Figure 1. Routing congestion map.
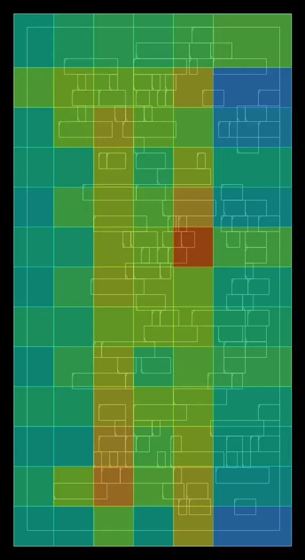
Figure 2. Sequential cells colored by netlist name.
Scale: 6 px per um. Other sequential cells in the stronger gray, the rest of the logic in the fainter gray.
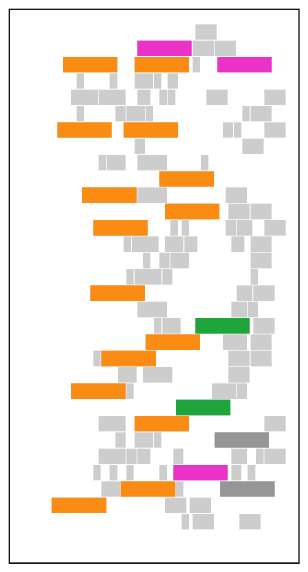
Figure 3. Zoomed window.
Region (23, 57) to (48, 82) um. Cells in gray, sequential cells in the stronger gray; small squares are vias.
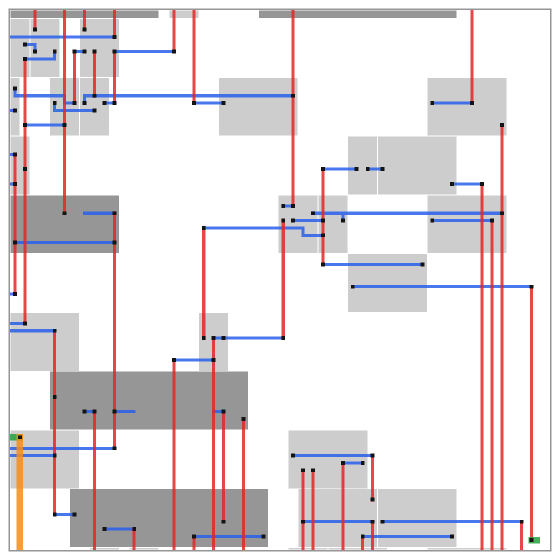
Figure 4. Metal 1.
Scale: 4 px per um.
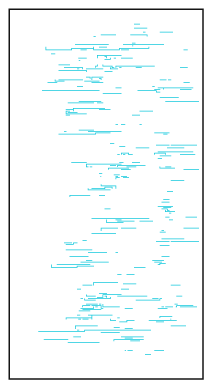
Figure 5. Logic cells by family.
Scale: 4 px per um.
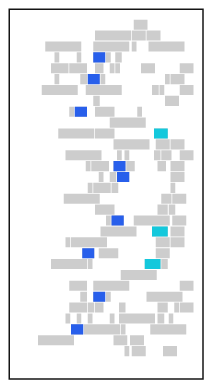
## src/rtl/router_sync_n.sv

```systemverilog
// Router synchronizer for NUM_CH output FIFOs: address latch, write/full steering,
// per-channel valid and read-timeout soft reset. Optional ROUTER_SYNC_TOUT_STATS_EN adds pulse counters.
module router_sync_n #(
  parameter int NUM_CH  = 3,
  parameter int ADDR_W  = 2,
  parameter int TIMEOUT = 30
) (
  input  logic                clk,
  input  logic                reset,
  input  logic                detect_add,
  input  logic [ADDR_W-1:0]   data_in,
  input  logic                write_en_reg,
  input  logic [NUM_CH-1:0]   read_en,
  input  logic [NUM_CH-1:0]   full,
  input  logic [NUM_CH-1:0]   empty,
  output logic [NUM_CH-1:0]   write_en,
  output logic                fifo_full,
  output logic [NUM_CH-1:0]   valid_out,
  output logic [NUM_CH-1:0]   soft_reset,
  output logic                addr_err
`ifdef ROUTER_SYNC_TOUT_STATS_EN
  ,
  output logic [8*NUM_CH-1:0] tout_cnt
`endif
);

  localparam int                CNT_W    = $clog2(TIMEOUT);
  localparam logic [CNT_W-1:0]  CNT_LAST = CNT_W'(TIMEOUT - 1);
  localparam logic [ADDR_W:0]   NUM_CH_X = (ADDR_W + 1)'(NUM_CH);

  logic [ADDR_W-1:0] addr_p1;
  logic              addr_valid_p1;
  logic              in_range_p0;
  logic [NUM_CH-1:0] sel_p1;
  logic [NUM_CH-1:0] stall_p0;
  logic [NUM_CH-1:0] hit_p0;
  logic [CNT_W-1:0]  cnt_p1 [NUM_CH];

  function automatic logic [7:0] sat_inc8(input logic [7:0] v);
    return (v == 8'hFF) ? v : v + 8'd1;
  endfunction

  assign in_range_p0 = ({1'b0, data_in} < NUM_CH_X);

  // stage p0 -> p1: destination address latch
  always_ff @(posedge clk or posedge reset) begin
    if (reset) begin
      addr_p1       <= '0;
      addr_valid_p1 <= 1'b0;
      addr_err      <= 1'b0;
    end else if (detect_add) begin
      addr_p1       <= data_in;
      addr_valid_p1 <= in_range_p0;
      addr_err      <= ~in_range_p0;
    end
  end

  // One-hot select from the latched address; an out-of-range address selects nothing.
  always_comb begin
    sel_p1 = '0;
    for (int i = 0; i < NUM_CH; i++)
      sel_p1[i] = addr_valid_p1 && (addr_p1 == ADDR_W'(i));
  end

  assign write_en  = write_en_reg ? sel_p1 : '0;
  assign fifo_full = |(full & sel_p1);
  assign valid_out = ~empty;

  assign stall_p0 = ~empty & ~read_en;

  always_comb begin
    hit_p0 = '0;
    for (int i = 0; i < NUM_CH; i++)
      hit_p0[i] = stall_p0[i] && (cnt_p1[i] == CNT_LAST);
  end

  // stage p0 -> p1: per-channel stall counters and flush pulse
  always_ff @(posedge clk or posedge reset) begin
    if (reset) begin
      soft_reset <= '0;
      for (int i = 0; i < NUM_CH; i++) cnt_p1[i] <= '0;
    end else begin
      soft_reset <= hit_p0;
      for (int i = 0; i < NUM_CH; i++) begin
        if (!stall_p0[i] || hit_p0[i]) cnt_p1[i] <= '0;
        else                           cnt_p1[i] <= cnt_p1[i] + 1'b1;
      end
    end
  end

`ifdef ROUTER_SYNC_TOUT_STATS_EN
  // Pulses never occur back to back, so every hit is a rising edge of soft_reset.
  always_ff @(posedge clk or posedge reset) begin
    if (reset) begin
      tout_cnt <= '0;
    end else begin
      for (int i = 0; i < NUM_CH; i++)
        if (hit_p0[i]) tout_cnt[8*i +: 8] <= sat_inc8(tout_cnt[8*i +: 8]);
    end
  end
`endif

endmodule

```

## config.mk

```make
export PLATFORM = sky130hd
export DESIGN_NAME = router_sync_n
export DESIGN_NICKNAME = d
export VERILOG_FILES = /design/src/rtl/router_sync_n.sv
export SDC_FILE = /design/constraint.sdc
export NUM_CORES = 1
export LEC_CHECK = 0
export CAP_MARGIN = 20
export CORE_ASPECT_RATIO = 2
export CORE_MARGIN = 2
export CORE_UTILIZATION = 25
export DETAILED_ROUTE_END_ITERATION = 7
export PLACE_DENSITY = 0.44
export SLEW_MARGIN = 20
export SYNTH_ARGS = -nofsm -noshare
export SYNTH_HDL_FRONTEND = slang
export SYNTH_SLANG_ARGS = --single-unit
```

## constraint.sdc

```tcl
create_clock -name clk -period 3 [get_ports clk]
set_input_delay 0.6 -clock clk [delete_from_list [all_inputs] [get_ports clk]]
set_output_delay 0.6 -clock clk [all_outputs]
set_load 0.02 [all_outputs]
```

==> results_slide.txt <==
Synthesis and Place & Route Summary

Status
  • Status: finished, final reports clean

Hold path
  • Hold Crit Class: register to register
  • Worst Hold End: cnt_p1[5]$_DFF_PP0_
  • Hold path cells: 1

Final timing
  • Setup violations, final: 0
  • Max-slew headroom: 43.8%
  • Fin. max-slew vios: 0
  • Clk_skew: 4.01 ps
  • Hold Slack: 494 ps
  • Worst Slack Setup Final: 420 ps
  • Fin crit share: 86.0%
  • Max Freq: 388 MHz
  • Fin crit period: 2580 ps
  • Fin Setup TNS: 0 ps
  • Slew @ Worst Pin: 843 ps
  • RSZ-0062 raised after global routing: no

GRT
  • Vias in the first global route: 715
  • Initial antenna violation count: 0
  • Largest net degree at the start of global routing: 23
  • First-pass GRT wire length: 3020 um
  • GRT overflow: 0

Placement
  • IO Port Bufs: 25
  • Worst slack, placed: 422 ps
  • Placed cell areas: 1280 sq um
  • Post-DP HPWL: 1510 um

Drt
  • First-pass detailed-route iteration total: 3
  • Antenna viol nets, final: 0
  • Metal-1 WL: 769 um
  • Via/cell ratio: 4.19
  • DR iter-0 viols: 3
  • Met2 WL: 1010 um
  • DRC viols: 0
  • WL met3: 74 um
  • WL final: 1920 um
  • Mean routed wirelength per cell: 11.2 um
  • Top sig layer: met4

Setup path
  • Worst path most repeated cell: clkdlybuf4s50_1
  • Critical path class: input port to output port
  • Crit. End Element: output port
  • WP data required: 2400 ps
  • Maximum fanout along the worst path: 3
  • Crit path capture: write_en[2]
  • CP Cell Sequence: clkdlybuf4s50_1, nand2_1, nor3b_1, clkdlybuf4s50_1
  • CP Launch Type: input port
  • Slowest Stage Delay on Critical Path: 630 ps
  • Top Family by Delay on Critical Path: buffers and inverters
  • Reg-to-Reg End: cnt_p1[2]$_DFF_PP0_
  • Reg-to-reg startpoint: cnt_p1[0]$_DFF_PP0_
  • CP max stage cell: clkdlybuf4s50_1
  • Critical path depth: 4
  • Buf/Inv on CP: 2
  • Worst R2R Setup Slack: 1910 ps

Logic synthesis
  • Synth unique cells: 18
  • Synthesis area per yosys: 970 sq um
  • Mux cell area share: 3.35%
  • Synth Area per Inst: 10.7 sq um
  • Adder Area Share: 7.74%
  • Top logic family: simple AND/OR/NAND/NOR gates
  • XOR Share, Synth: 8.13%
  • Basic Gates by Area: 19.1%
  • Synthesized Nets: 112
  • Cell Area, Synth: 970 sq um
  • Area leader share: 56.8%
  • Post-synth top area cell: dfrtp_1
  • Ranking of synthesized cells by area: dfrtp_1 57%, ha_1 7.7%, nor2_1 7.0%, xor2_1 5.4%, nand3_1 3.6%
  • Synth warn: 0
  • FF+latch count, synth: 22
  • Main flop type after synthesis: dfrtp_1
  • Compound Share, Synth: 1.81%

Finish
  • Largest Register: cnt_p1
  • Largest register FFs: 15
  • Fillcell total: 389
  • Commonest Layout Cell: clkdlybuf4s50_1
  • Seq cells: 22
  • Number of non-clock inverters: 8
  • Clock-cell share of area: 4.11%
  • Clkbuf count: 4
  • Top Registers: cnt_p1 (15), soft_reset (3), addr_p1 (2)
  • Antenna diodes: 0
  • Layout cells sized above 1: 3.33%
  • Area Growth Syn to Fin: 38.1%
  • Final nets: 142
  • Finished Cell Area: 1340 sq um
  • Cell type taking the most area: sequential cells
  • Comb gates: 61
  • Comb area: 389 sq um
  • Non-clock buffer share: 18.7%

CTS
  • Clk_lat worst skew: 260 ps
  • CTS Sinks: 22
  • Post-CTS setup buffer count: 0
  • Clk root buf: clkbuf_8
  • H-tree level count: 1
  • Post-CTS sizing: 0
  • CTS Hold Bufs: 0
  • Maximum clock path buffer count: 2
  • CTS tree: done
  • TritonCTS buffer count: 3

Floorplan
  • Row Count: 32
  • FP Util: 25.5%
  • Well-tap cell count: 51
  • # IOs: 26
  • Die area: 4420 sq um
  • Chip height: 92.1 um

Pwr
  • Switching Fraction: 22.9%
  • Pleak: 0.588 nW
  • Worst VDD drop: 0.000172 V
  • Int Power: 0.000462 W
  • Comb. pwr: 0.0000737 W
  • Sw Pwr: 0.000137 W
  • Share of power burned in registers: 52.4%
  • Design Power: 0.000599 W
  • PD cells: 447 nW/um^2

Run
  • Tool warnings: 29
  • Max-cap viol count: 0
-- Figure 1 (at the start) --
met2 global-route usage: 16.7%
met3 Resource Use GR: 1.77%
Util after Layout: 35.2%
GRT busiest layer: met2
total track usage: 10.0%

-- Figure 2 (at the start) --
[magenta] soft_reset | flops: 3
[orange] cnt_p1 | flops: 15
[green] addr_p1 | flops: 2
not colored: 2
Seq power: 0.000314 W
sequential share of cell area: 41.1%
FF/Latch Area: 551 sq um

-- Figure 3 (at the start) --
[orange] metal 4
[red] metal 2
[green] metal 3
[blue] metal 1
netlist names of flops here include: cnt_p1 (3)
most frequent: clkdlybuf4s50_1 (7), nor2_1 (4), dfrtp_1 (3)
cells with their middle in the window: 22
sequential cells in the window: 3

-- Figure 4 (at the start) --
longest straight run: 16.6 um
nets with wire on the layer: 122
met1 Resource Use GR: 10.3%
total number of vias: 717

-- Figure 5 (at the start) --
[cyan] mux cells | cells: 3 | most used: mux2_1
[blue] xor and xnor cells | cells: 9 | most used: xor2_1
combinational share of cell area: 29.1%
final std cells w/o fill: 171

Power is estimated from default activity; no workload was simulated.
